==> images/detail.png <==
Scale bar: 10 µm. Window x 50 to 75, y 65 to 90 µm. Cells in grey, sequential cells in the stronger grey; small squares are vias.
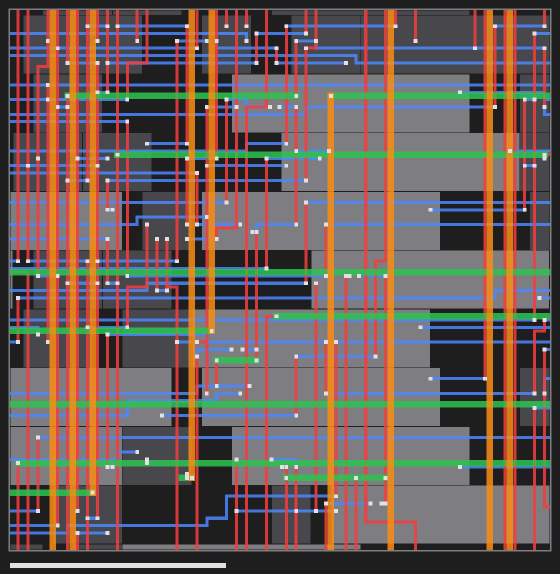
==> images/io_fan.png <==
Scale bar: 50 µm.
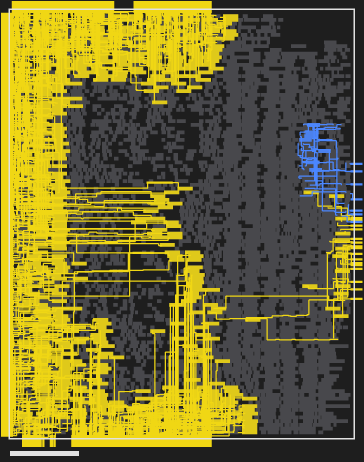
==> images/congestion.png <==
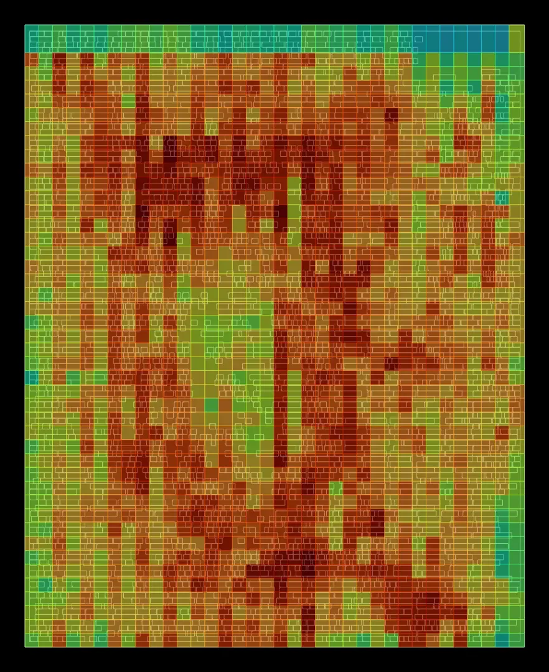
===== src/rtl/matcher_filter_pkg.sv =====
// Shared types and width helpers for the filter-list stream matcher.
package matcher_filter_pkg;

    typedef enum logic [1:0] {
        IDLE  = 2'd0,
        SCAN  = 2'd1,
        DRAIN = 2'd2,
        DONE  = 2'd3
    } state_t;

    function automatic int addr_w(input int len);
        return (len > 1) ? $clog2(len) : 1;
    endfunction

    function automatic int cnt_w(input int len);
        return $clog2(len) + 1;
    endfunction

    // Result record is packed as {mask, data, index}, index in the LSBs.
    function automatic int rec_w(input int nb, input int dw, input int aw);
        return nb + dw + aw;
    endfunction

endpackage


===== src/rtl/matcher_filter_scan_if.sv =====
// Stream, BRAM and result-readout signals of the matcher; slave = matcher side.
interface matcher_filter_scan_if #(
    parameter int INPUT_STREAM_WIDTH = 512,
    parameter int DATA_WIDTH         = 24,
    parameter int FILTER_LENGTH      = 128
);
    import matcher_filter_pkg::*;

    localparam int AW   = addr_w(FILTER_LENGTH);
    localparam int CNTW = cnt_w(FILTER_LENGTH);

    logic [CNTW-1:0]                 filter_count;
    logic [INPUT_STREAM_WIDTH-1:0]   input_stream;
    logic                            data_valid;
    logic                            data_ready;
    logic                            mem_enable;
    logic [AW-1:0]                   mem_addr;
    logic [DATA_WIDTH-1:0]           mem_data_out;
    logic [INPUT_STREAM_WIDTH/8-1:0] filter_result;
    logic [DATA_WIDTH-1:0]           filter_result_data;
    logic [AW-1:0]                   filter_result_index;
    logic                            filter_result_valid;
    logic                            filter_result_ready;
    logic                            filter_result_done;
    logic [CNTW-1:0]                 match_count;

    modport slave (
        input  filter_count, input_stream, data_valid, mem_data_out, filter_result_ready,
        output data_ready, mem_enable, mem_addr, filter_result, filter_result_data,
               filter_result_index, filter_result_valid, filter_result_done, match_count
    );

    modport master (
        output filter_count, input_stream, data_valid, mem_data_out, filter_result_ready,
        input  data_ready, mem_enable, mem_addr, filter_result, filter_result_data,
               filter_result_index, filter_result_valid, filter_result_done, match_count
    );

endinterface


===== src/rtl/matcher_result_fifo.sv =====
// Synchronous result FIFO with occupancy count; head output forced to 0 while empty.
module matcher_result_fifo #(
    parameter int WIDTH = 8,
    parameter int DEPTH = 4
) (
    input  logic                     clk_i,
    input  logic                     rst_i,
    input  logic                     push_i,
    input  logic [WIDTH-1:0]         data_i,
    input  logic                     pop_i,
    output logic [WIDTH-1:0]         data_o,
    output logic                     valid_o,
    output logic [$clog2(DEPTH):0]   count_o
);
    localparam int PW = $clog2(DEPTH);
    localparam logic [PW:0] FULL_C = (PW+1)'(DEPTH);

    logic [WIDTH-1:0] mem_q [DEPTH];
    logic [PW-1:0]    rd_q, rd_d, wr_q, wr_d;
    logic [PW:0]      count_q, count_d;
    logic             do_pop, do_push;

    assign do_pop  = pop_i && (count_q != '0);
    assign do_push = push_i && ((count_q != FULL_C) || do_pop);

    always_comb begin
        rd_d    = rd_q;
        wr_d    = wr_q;
        count_d = count_q;
        if (do_pop)  rd_d = rd_q + 1'b1;
        if (do_push) wr_d = wr_q + 1'b1;
        if (do_push && !do_pop)      count_d = count_q + 1'b1;
        else if (!do_push && do_pop) count_d = count_q - 1'b1;
    end

    always_ff @(posedge clk_i or posedge rst_i) begin
        if (rst_i) begin
            rd_q    <= '0;
            wr_q    <= '0;
            count_q <= '0;
        end else begin
            rd_q    <= rd_d;
            wr_q    <= wr_d;
            count_q <= count_d;
        end
    end

    always_ff @(posedge clk_i) begin
        if (do_push) mem_q[wr_q] <= data_i;
    end

    assign valid_o = (count_q != '0);
    assign data_o  = valid_o ? mem_q[rd_q] : '0;
    assign count_o = count_q;

endmodule


===== src/rtl/matcher_filter_scan.sv =====
// Captures one input word, scans a BRAM filter list and queues every hit with its index.
// Optional MATCHER_FILTER_ENTRY_MASK_EN: entry top bits carry a per-byte key-enable mask.
module matcher_filter_scan
    import matcher_filter_pkg::*;
#(
    parameter int INPUT_STREAM_WIDTH = 512,
    parameter int COMPARE_WIDTH      = 16,
    parameter int FILTER_LENGTH      = 128,
    parameter int DATA_WIDTH         = 24,
    parameter int RESULT_FIFO_DEPTH  = 4
) (
    input  logic                  fclk,
    input  logic                  areset,
    matcher_filter_scan_if.slave  bus
);
    localparam int NB     = INPUT_STREAM_WIDTH / 8;
    localparam int KB     = COMPARE_WIDTH / 8;
    localparam int MAXOFF = NB - KB;
    localparam int AW     = addr_w(FILTER_LENGTH);
    localparam int CNTW   = cnt_w(FILTER_LENGTH);
    localparam int RECW   = rec_w(NB, DATA_WIDTH, AW);
    localparam int FCW    = $clog2(RESULT_FIFO_DEPTH) + 1;
    localparam logic [CNTW-1:0] FL_C    = CNTW'(FILTER_LENGTH);
    localparam logic [FCW-1:0]  DEPTH_C = FCW'(RESULT_FIFO_DEPTH);

    state_t                        state_q, state_d;
    logic [AW-1:0]                 addr_q, addr_d;
    logic [CNTW-1:0]               cnt_q;
    logic [CNTW-1:0]               hit_q;
    logic [CNTW-1:0]               match_q;
    logic                          s1_vld_q;
    logic [AW-1:0]                 s1_idx_q;
    logic [INPUT_STREAM_WIDTH-1:0] snap_q;

    logic            accept, issue, issue_ok, last_addr, push;
    logic [KB-1:0]   key_en;
    logic [NB-1:0]   hit_mask;
    logic [RECW-1:0] head;
    logic [FCW-1:0]  fifo_count;

    function automatic logic [CNTW-1:0] clamp_count(input logic [CNTW-1:0] c);
        return (c > FL_C) ? FL_C : c;
    endfunction

    function automatic logic [CNTW-1:0] sat_inc(input logic [CNTW-1:0] v);
        return (v >= FL_C) ? FL_C : v + 1'b1;
    endfunction

    // Disabled key bytes compare as equal; an all-zero enable never hits.
    function automatic logic [NB-1:0] key_hits(input logic [INPUT_STREAM_WIDTH-1:0] word,
                                               input logic [COMPARE_WIDTH-1:0]      key,
                                               input logic [KB-1:0]                 en);
        logic [NB-1:0] m;
        logic          eq;
        m = '0;
        for (int i = 0; i <= MAXOFF; i++) begin
            eq = |en;
            for (int b = 0; b < KB; b++)
                if (en[b] && (word[8*(i+b) +: 8] != key[8*b +: 8])) eq = 1'b0;
            m[i] = eq;
        end
        return m;
    endfunction

`ifdef MATCHER_FILTER_ENTRY_MASK_EN
    assign key_en = bus.mem_data_out[DATA_WIDTH-1 -: KB];
`else
    assign key_en = '1;
`endif

    // Issue only if the FIFO can absorb the in-flight entry plus this one.
    assign issue_ok  = (fifo_count + FCW'(s1_vld_q)) < DEPTH_C;
    assign last_addr = (CNTW'(addr_q) == (cnt_q - 1'b1));

    always_comb begin
        state_d = state_q;
        addr_d  = addr_q;
        accept  = 1'b0;
        issue   = 1'b0;
        case (state_q)
            IDLE: begin
                if (bus.data_valid) begin
                    accept  = 1'b1;
                    addr_d  = '0;
                    state_d = SCAN;
                end
            end
            SCAN: begin
                if (cnt_q == '0) begin
                    state_d = DRAIN;
                end else if (issue_ok) begin
                    issue = 1'b1;
                    if (last_addr) state_d = DRAIN;
                    else           addr_d  = addr_q + 1'b1;
                end
            end
            DRAIN:   if (!s1_vld_q) state_d = DONE;
            DONE:    state_d = IDLE;
            default: state_d = IDLE;
        endcase
    end

    always_ff @(posedge fclk or posedge areset) begin
        if (areset) begin
            state_q  <= IDLE;
            addr_q   <= '0;
            cnt_q    <= '0;
            s1_vld_q <= 1'b0;
            hit_q    <= '0;
            match_q  <= '0;
        end else begin
            state_q  <= state_d;
            addr_q   <= addr_d;
            s1_vld_q <= issue;
            if (accept) cnt_q <= clamp_count(bus.filter_count);
            if (accept)    hit_q <= '0;
            else if (push) hit_q <= sat_inc(hit_q);
            if (state_q == DRAIN && !s1_vld_q) match_q <= hit_q;
        end
    end

    always_ff @(posedge fclk) begin
        if (accept) snap_q   <= bus.input_stream;
        if (issue)  s1_idx_q <= addr_q;
    end

    // Stage 1: BRAM word arrives, compare at every legal byte offset and queue hits.
    assign hit_mask = key_hits(snap_q, bus.mem_data_out[COMPARE_WIDTH-1:0], key_en);
    assign push     = s1_vld_q && (|hit_mask);

    matcher_result_fifo #(
        .WIDTH (RECW),
        .DEPTH (RESULT_FIFO_DEPTH)
    ) u_fifo (
        .clk_i   (fclk),
        .rst_i   (areset),
        .push_i  (push),
        .data_i  ({hit_mask, bus.mem_data_out, s1_idx_q}),
        .pop_i   (bus.filter_result_ready),
        .data_o  (head),
        .valid_o (bus.filter_result_valid),
        .count_o (fifo_count)
    );

    assign bus.data_ready          = (state_q == IDLE);
    assign bus.mem_enable          = issue;
    assign bus.mem_addr            = addr_q;
    assign bus.filter_result       = head[RECW-1 -: NB];
    assign bus.filter_result_data  = head[AW +: DATA_WIDTH];
    assign bus.filter_result_index = head[AW-1:0];
    assign bus.filter_result_done  = (state_q == DONE);
    assign bus.match_count         = match_q;

endmodule


===== src/flat_wrapper.sv =====
// flat-port wrapper written by rule: the top's interface ports become plain ports
module matcher_filter_scan_flat import matcher_filter_pkg::*;
#(
    parameter int INPUT_STREAM_WIDTH = 512,
    parameter int COMPARE_WIDTH      = 16,
    parameter int FILTER_LENGTH      = 128,
    parameter int DATA_WIDTH         = 24,
    parameter int RESULT_FIFO_DEPTH  = 4
)
  (fclk, areset, bus_filter_count, bus_input_stream, bus_data_valid, bus_mem_data_out, bus_filter_result_ready, bus_data_ready, bus_mem_enable, bus_mem_addr, bus_filter_result, bus_filter_result_data, bus_filter_result_index, bus_filter_result_valid, bus_filter_result_done, bus_match_count);
  matcher_filter_scan_if #(.INPUT_STREAM_WIDTH(INPUT_STREAM_WIDTH), .DATA_WIDTH(DATA_WIDTH), .FILTER_LENGTH(FILTER_LENGTH)) bus_i ();
  input  logic fclk;
  input  logic areset;
  input wire logic [$bits(bus_i.filter_count)-1:0] bus_filter_count;
  input wire logic [$bits(bus_i.input_stream)-1:0] bus_input_stream;
  input wire logic [$bits(bus_i.data_valid)-1:0] bus_data_valid;
  input wire logic [$bits(bus_i.mem_data_out)-1:0] bus_mem_data_out;
  input wire logic [$bits(bus_i.filter_result_ready)-1:0] bus_filter_result_ready;
  output wire logic [$bits(bus_i.data_ready)-1:0] bus_data_ready;
  output wire logic [$bits(bus_i.mem_enable)-1:0] bus_mem_enable;
  output wire logic [$bits(bus_i.mem_addr)-1:0] bus_mem_addr;
  output wire logic [$bits(bus_i.filter_result)-1:0] bus_filter_result;
  output wire logic [$bits(bus_i.filter_result_data)-1:0] bus_filter_result_data;
  output wire logic [$bits(bus_i.filter_result_index)-1:0] bus_filter_result_index;
  output wire logic [$bits(bus_i.filter_result_valid)-1:0] bus_filter_result_valid;
  output wire logic [$bits(bus_i.filter_result_done)-1:0] bus_filter_result_done;
  output wire logic [$bits(bus_i.match_count)-1:0] bus_match_count;
  assign bus_i.filter_count = bus_filter_count;
  assign bus_i.input_stream = bus_input_stream;
  assign bus_i.data_valid = bus_data_valid;
  assign bus_i.mem_data_out = bus_mem_data_out;
  assign bus_i.filter_result_ready = bus_filter_result_ready;
  assign bus_data_ready = bus_i.data_ready;
  assign bus_mem_enable = bus_i.mem_enable;
  assign bus_mem_addr = bus_i.mem_addr;
  assign bus_filter_result = bus_i.filter_result;
  assign bus_filter_result_data = bus_i.filter_result_data;
  assign bus_filter_result_index = bus_i.filter_result_index;
  assign bus_filter_result_valid = bus_i.filter_result_valid;
  assign bus_filter_result_done = bus_i.filter_result_done;
  assign bus_match_count = bus_i.match_count;
  matcher_filter_scan #(.INPUT_STREAM_WIDTH(INPUT_STREAM_WIDTH), .COMPARE_WIDTH(COMPARE_WIDTH), .FILTER_LENGTH(FILTER_LENGTH), .DATA_WIDTH(DATA_WIDTH), .RESULT_FIFO_DEPTH(RESULT_FIFO_DEPTH)) u_core (.fclk(fclk), .areset(areset), .bus(bus_i));
endmodule

===== config.mk =====
export PLATFORM = sky130hd
export DESIGN_NAME = matcher_filter_scan_flat
export DESIGN_NICKNAME = d
export VERILOG_FILES = /design/src/rtl/matcher_filter_pkg.sv /design/src/rtl/matcher_filter_scan_if.sv /design/src/rtl/matcher_result_fifo.sv /design/src/rtl/matcher_filter_scan.sv /design/src/flat_wrapper.sv
export SDC_FILE = /design/constraint.sdc
export NUM_CORES = 1
export LEC_CHECK = 0
export CAP_MARGIN = 20
export CORE_ASPECT_RATIO = 1.25
export CORE_MARGIN = 2
export CORE_UTILIZATION = 59
export DETAILED_ROUTE_END_ITERATION = 12
export PLACE_DENSITY = 0.86
export SYNTH_ARGS = -nofsm -noshare
export SYNTH_HDL_FRONTEND = slang
export SYNTH_HIERARCHICAL = 1
export SYNTH_SLANG_ARGS = --single-unit

===== constraint.sdc =====
create_clock -name fclk -period 45.8 [get_ports fclk]
set_clock_uncertainty 0.05 [all_clocks]
set_input_delay 9.16 -clock fclk [delete_from_list [all_inputs] [get_ports fclk]]
set_output_delay 9.16 -clock fclk [all_outputs]
set_load 0.05 [all_outputs]

==> out/results.ini <==
[critical_path]
crit_arrival_ns=14.92
r2r_slack_ns=40.36
critPathLaunchType=primary input
cp.required_ns=46.02
slowest_stage=nor4_1
critPathKind=primary input to register
r2r_start=u_core/snap_q[106]
worstRegToRegCells=11
r2r-end=u_core/u_fifo/mem_q[1][91]
path_buffers=4

[clock_network]
ctsResizeCount=0
clkTransAtPathRegs_ns=0.06
postCtsHoldBufs=0
numClockSinks=940
max-clock-path-buffers=3
clock_latency_ns=0.69
post-cts-setup-buffers=0

[yosys]
edf_count=899
common_cells=1,014 x xnor2_1, 899 x edfxtp_1, 259 x nand4_1
yosys.area.top_type_share_pct=60.89
async_flop_share_pct=4.362
ys_seq_elements=940
yosys.stat.seqShare_pct=63.21
most_common_cell=xnor2_1
ys_cells=2818
synth_area_per_cell_um2=15.73
ys_area_um2=44330

[route]
drt-total-wl_um=148500
wl_met2_um=70490
antenna_left=0
drc=0
m1WireLength_um=52310
wl_met3_um=15230
wire_per_inst_um=32.71
via_per_inst=6.331

[grt]
grt_pass1_vias=29210
grt_max_degree=104
overflow=0

[final_timing]
hold_slack_ns=0.4321
fin_crit_ns=14.70
setup_tns_ns=0
rsz0062_at_grt=no
finalHoldViolCount=0
slew_violations=0
finalSetupViolCount=0

[placed_design]
place_inst=4364
portBuffers=661
place_area_um2=51430

[cells_and_area]
nets=4059
finalInstanceArea_um2=54610
drive_gt1_share_pct=10.20
fillers=4527
areaGrowthSynthToFinish_pct=23.18

[run_status]
status=finished, final reports clean

[pwr]
power_density_nw_per_um2=50.43
internal-power_uw=1831
max-vdd-ir-drop_mv=0.03747
power_leakage_uw=0.01623
swShare_pct=33.51

[worst_hold_path]
whs_path_depth=2
hold_path.class=register to register
hp-start=u_core/bus.match_count[7]

[job]
maxCapViolCount=0
openroad.warnings=38

[die]
die_w_um=249.2
coreArea_um2=74550

About detail.png:
- metal 3: green
- metal 2: red
- metal 4: orange
- metal 1: blue
- most frequent: xnor2_1 (10), edfxtp_1 (9), nand4_1 (3)
- cells with their middle in the window: 25
- sequential cells in the window: 9
- netlist names of flops here include: u_core/snap_q (9)

About io_fan.png:
- bus_input_stream: yellow (bits 512; direction input; end cells 512; buffers 512; wire 27.6 mm)
- bus_mem_addr: blue (bits 7; direction output; end cells 7; buffers 7; wire 784 µm)

About congestion.png:
Global Route Usage Sum: 38.22%
final core utilization: 73.25%
grt met3 use: 8.692%
GR Util met1: 47.36%

==> metal layers <==
metal	track usage (%)	vias up
met5	0	-
met4	22.50	6
met3	8.692	505
met2	62.26	2248
met1	47.36	14200
li1	-	11790
==> state kept, by name (all words and copies together) (netlist names) <==
signal,flops
u_core/u_fifo/count_o,3
u_core/bus.match_count,8
u_core/state_q,2
u_core/snap_q,512
u_core/u_fifo/rd_q,2
u_core/bus.mem_addr,7
u_core/s1_vld_q,1
u_core/cnt_q,8
u_core/u_fifo/mem_q,380
u_core/s1_idx_q,7
u_core/hit_q,8
u_core/u_fifo/wr_q,2
==> cells by family after synthesis <==
group                    count (synthesis)  synth area share [%]
AND/OR/NAND/NOR                        513                 7.163
buffers and inverters                  173                 3.113
XOR/XNOR                              1019                 20.13
adder cells (fa/ha/maj)                 15                0.4403
flip-flops                             940                 63.21
AND-OR/OR-AND                           53                0.8890
other                                    1              0.008459
multiplexers                           104                 5.049
==> cells in the final DEF (no fill, tap or decap), types with 5 or more instances in the layout <==
| master | Yosys | final |
|---|---|---|
| a21oi_1 | 5 | 5 |
| a32o_1 | 5 | 5 |
| and2_1 | 101 | 97 |
| and3_1 | 7 | 7 |
| buf_2 | 14 | 5 |
| buf_4 | 53 | 81 |
| bufinv_16 | 0 | 12 |
| clkbuf_1 | 19 | 13 |
| clkbuf_16 | 0 | 89 |
| clkdlybuf4s50_1 | 0 | 645 |
| clkinv_1 | 0 | 12 |
| clkinv_2 | 0 | 14 |
| clkinv_4 | 0 | 5 |
| clkinvlp_4 | 0 | 10 |
| dfrtp_1 | 41 | 39 |
| edfxtp_1 | 899 | 899 |
| ha_1 | 14 | 14 |
| inv_1 | 19 | 18 |
| mux2_2 | 7 | 7 |
| mux4_2 | 95 | 95 |
| nand2_1 | 26 | 26 |
| nand3_1 | 6 | 6 |
| nand3b_1 | 7 | 7 |
| nand4_1 | 259 | 259 |
| nor2_1 | 5 | 5 |
| nor4_1 | 79 | 66 |
| nor4_2 | 0 | 13 |
| nor4b_1 | 7 | 7 |
| o211ai_1 | 5 | 5 |
| o21ai_0 | 15 | 15 |
| xnor2_1 | 1014 | 1014 |
| xor2_1 | 5 | 5 |
==> power groups by stage <==
stage | Clock (µW) | Sequential, µW | Combinational (µW)
5_1_grt | 800 | 1220 | 815
3_5_place_dp | 0 | 1240 | 745
6_report | 762 | 1220 | 774
4_1_cts | 770 | 1220 | 753
2_1_floorplan | 0 | 1230 | 552
3_3_place_gp | 0 | 1240 | 734
==> final cells by class <==
cell class,instances,area (µm²),share of cell area [%]
sequential,940,28030,51.32
clock inverter,63,759.5,1.391
inverter,20,85.08,0.1558
clock buffer,102,2276,4.167
tap,969,1212,2.220
multi-input combinational,1708,15040,27.53
antenna,2,5.005,0.009164
timing repair buffer,737,7209,13.20
==> per-stage QoR <==
step | worst slack, ns | power, µW
2_1_floorplan | 20.86 | 1783
3_3_place_gp | 30.83 | 1976
3_5_place_dp | 30.65 | 1987
4_1_cts | 31.29 | 2746
5_1_grt | 31.04 | 2833
6_report | 31.10 | 2754
Power is estimated from default activity; no workload was simulated.
